**Clock routing**

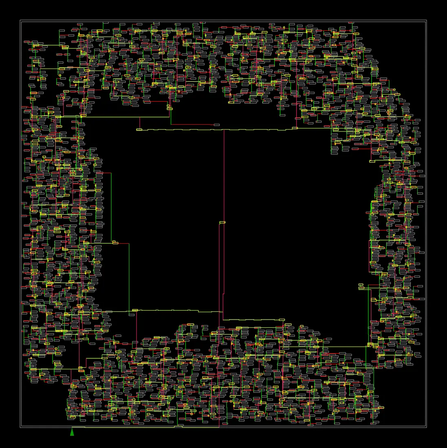
**Routed clock nets over the placement**

The bar under the picture is 200 microns long.
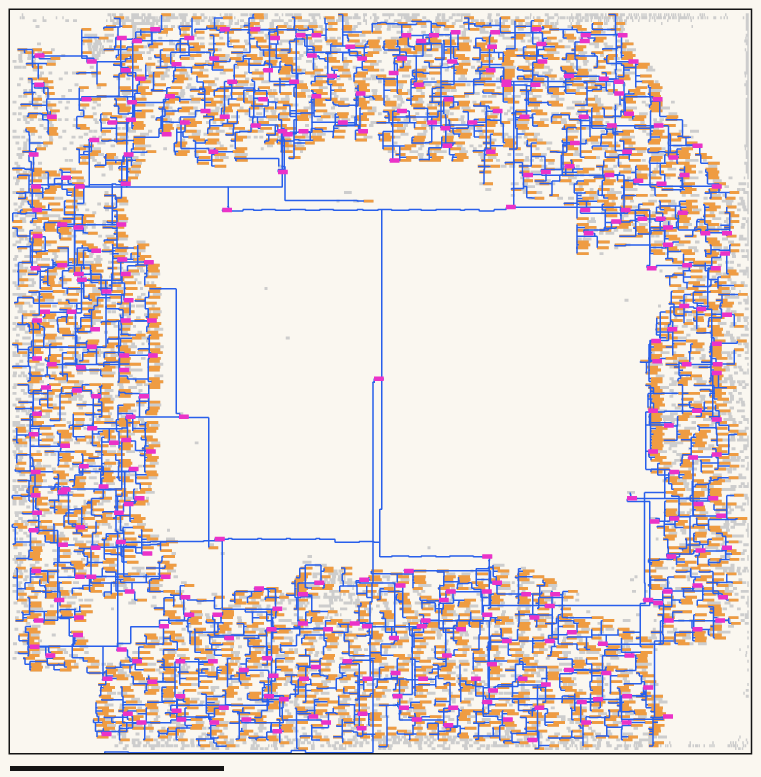
**Sequential cells grouped by signal name**

The bar under the picture is 200 microns long. Other sequential cells in the stronger grey, the rest of the logic in the fainter grey.
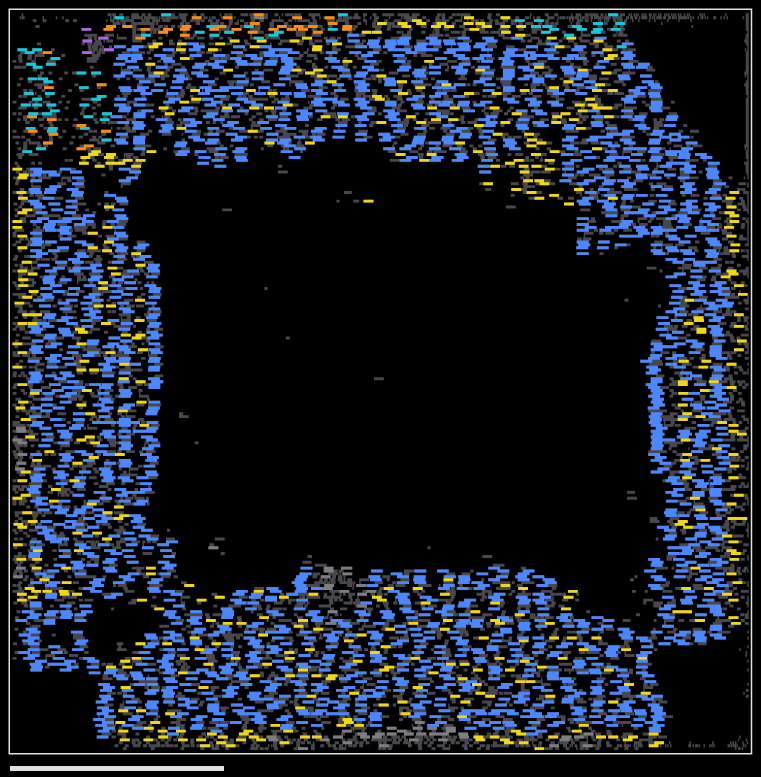
==> config.mk <==
export PLATFORM = sky130hd
export DESIGN_NAME = cci_mpf_svc_vtp_pt_fim_bridge_flat
export DESIGN_NICKNAME = d
export VERILOG_FILES = /design/src/rtl/cci_mpf_shim_vtp_pt_fim_pkg.sv /design/src/rtl/cci_mpf_svc_vtp_pt_fim_bridge_if.sv /design/src/rtl/cci_mpf_svc_vtp_pt_fim_rob.sv /design/src/rtl/cci_mpf_svc_vtp_pt_fim_bridge.sv /design/src/flat_wrapper.sv
export SDC_FILE = /design/constraint.sdc
export NUM_CORES = 2
export LEC_CHECK = 0
export CORE_AREA = 2 2 690 692
export DETAILED_ROUTE_END_ITERATION = 10
export DIE_AREA = 0 0 692 694
export PLACE_DENSITY = 0.49
export SYNTH_ARGS = -nofsm -noshare
export SYNTH_HDL_FRONTEND = slang
export SYNTH_SLANG_ARGS = --single-unit
==> constraint.sdc <==
create_clock -name clk -period 48.4 [get_ports clk]
set_input_delay 9.68 -clock clk [delete_from_list [all_inputs] [get_ports clk]]
set_output_delay 9.68 -clock clk [all_outputs]
set_load 0.01 [all_outputs]
==> summary.txt <==
flow finished, numbers: Slowest-stage cell, CP=clkdlybuf4s50_1, worst path cell trace=clkdlybuf4s50_1, nor2_1, clkdlybuf4s50_1, synthesis area per yosys=0.111 sq mm, yosys stat cell total=5208, Syn Inst Count=5208, final WL=328000 microns, crit path launch type=input pin, Final Hold Vio Count=0, Setup TNS Final=0 ps, vias in the first global route=56466, global-route wire length before repair=454000 microns, clk root buf=clkbuf_16, Power Dens Cells=63.9 mW/mm^2, DIE HEIGHT=694 microns, Bufs and invs on worst path=2, r2r setup slk=42440 ps, CP top delay family=buffers and inverters, max FFs per register=2048, worst-path maximum fanout=2, detailed-route wire length per cell=24.7 microns, number of enable flip-flop cells=2048, # DRC=0, IO Port Bufs=1336, Synth warnings=0, core area=0.473 sq mm, Longest Clk Path Bufs=4, Synth flops=2730, Total GRT Usage=13.1%, CTS HTree Levels=5, hold depth=1, Tmin final=20670 ps, kind of end point of the critical path=primary output, Synth Area per Inst=21.3 sq um, crit share post-route=42.7%, Most used DFF post-synth=edfxtp_1, Congestion Overflow GR=0, static leakage=48.6 nW, hold slack=485 ps, Cell Area, Synth=0.111 sq mm, Crit path required time=38720 ps, Post-synth ARST share=25.0%, layout cells sized above 1=31.5%, Pre-Place Util=23.4%, synth-to-layout area growth=26.1%, Die Area=0.480 sq mm, Max IR drop VDD=0.0720 mV, Tightest Pin Transition=1070 ps, Reg2Reg Depth=8, fin. max-slew vios=0, Vias=54077, cts bufs inserted=317, Clock Pin Slew Worst Setup and Hold Paths=60 ps, FP Rows=253, drt pass-1 iters=5, initial antenna violation count=146, initial DRC count=3697, status=finished, final reports clean, detailed placement HPWL=220000 microns, Max-Cap Viols=0, DRT antenna net count=0, post-synth cell types=46, worst hold path type=flop to flop, sequential area share after synthesis=70.9%, gpl congestion=0.937, largest net degree at the start of global routing=126, Max Clk Rate=48.4 MHz, I/O pin total=1785, CP dominant cell by count=clkdlybuf4s50_1, Setup violations, final=0, # Post-CTS Setup Buffers=0, post-CTS resize count=0, Slew HR=28.8%, Layout Nets=7394, CP Class=input pin to primary output, RSZ-0062 raised after global routing=false, # fillers=46193, via-per-instance ratio=4.08, CP max stage delay=580 ps, CTS tree=yes, Die Wd=692 microns, Post-CTS Hold Fix Bufs=0, CP arrival=10990 ps, OpenROAD warning count=58, CP Depth=3
## Picture notes: 'clock routing'
clk_skew: 36.5 ps
seq_cells: 2730
Latency at later pin: 910 ps
clock buf count: 456
clock sink count: 2730

## Picture notes: 'routed clock nets over the placement'
[orange] flip-flops | count: 2730
[blue] clock wires | length: 37.9 mm
[magenta] cells driving clock nets | count: 317
flops lie	all over the die
routed clock nets	318
Clock Power: 2.37 mW
power share of the clock group: 26.6%

## Picture notes: 'sequential cells grouped by signal name'
colour	netlist name	placed flops
blue	u_core.rob.slotData	2048
cyan	u_core.bus.memWrReqData	64
purple	u_core.wrCredits	5
orange	u_core.bus.memWrReqAddr	42
yellow	u_core.rob.outData	512
not coloured	59
Flop area: 0.0786 sq mm
flop share of the area: 56.2%
final core utilization: 29.5%
seq pwr: 3.17 mW

-- metal layers --
metal	vias up	wire length (microns)	GRT usage (%)
li1	22886	-	-
met1	28693	136000	16.7
met2	1819	158000	21.5
met3	571	25400	4.38
met4	108	7200	2.89
met5	-	671	0
-- cell usage after synthesis (all sizes together), types with 4 or more instances --
master / count / share of area [%]
a21oi: 9 / 0.041
a2bb2oi: 4 / 0.032
mux4: 513 / 10
buf: 655 / 4.6
a21boi: 4 / 0.027
nor2: 7 / 0.024
edfxtp: 2048 / 55
o21ai: 4 / 0.018
ha: 11 / 0.12
mux2i: 6 / 0.054
mux2: 1177 / 13
clkbuf: 41 / 0.14
inv: 13 / 0.044
dfrtp: 681 / 15
nand2: 5 / 0.017
-- layout by cell type, fill, tap and decap left out, types with 16 or more instances in the layout --
master / count
clkdlybuf4s50_1: 1336
clkbuf_8: 39
clkbuf_1: 96
clkbuf_16: 321
mux2_2: 718
diode_2: 34
mux4_2: 513
mux2_4: 399
mux2_1: 59
clkinv_1: 40
clkinv_2: 41
dfrtp_1: 679
edfxtp_1: 2048
buf_4: 87
bufinv_16: 16
conb_1: 448
-- per-stage QoR --
step	total power [mW]	std cells	instance area, sq um	setup WS [ps]
CTS	9.09	13229	140000	27750
global route	9.34	13237	140000	27730
floorplan	5.55	5655	113000	2030
detailed placement	6.66	12640	129000	27770
finish	8.93	13263	140000	27730
global placement	6.64	12640	129000	27690
-- worst reg2reg max path, stage by stage (launching register included) --
cell and delay, ps:
dfrtp_4 830, buf_12 650, buf_4 730, buf_4 740
buf_4 940, buf_4 750, mux4_2 650, mux2_2 290
mux2_4 250
-- where the power goes --
group / switching (mW) / internal (mW)
Clock: 0.993 / 1.38
Sequential: 0.250 / 2.92
Combinational: 1.53 / 1.86
Total: 2.77 / 6.16
-- kinds of logic (layout without fill, tap and decap cells) --
family / count (synthesis) / after routing / synth area share [%]
AND-OR/OR-AND: 31 / 31 / 0.199
XOR/XNOR: 5 / 5 / 0.0395
adder cells (fa/ha/maj): 12 / 12 / 0.142
buffers and inverters: 709 / 2036 / 4.83
flip-flops: 2730 / 2730 / 70.9
multiplexers: 1696 / 1696 / 23.8
other: 1 / 482 / 0.00338
AND/OR/NAND/NOR: 24 / 24 / 0.110
-- area by class of cell --
cell class                 count  area, sq um  share of cell area [%]
clock inverter               133         1380                   0.988
inverter                      13         56.3                  0.0403
tap                         6247         7820                    5.59
timing repair buffer        1434        14200                    10.2
antenna                       34         85.1                  0.0609
multi-input combinational   2216        28700                    20.5
clock buffer                 456         8930                    6.39
sequential                  2730        78600                    56.2
Power figures rest on the tool's default switching activity, not on a simulated workload.
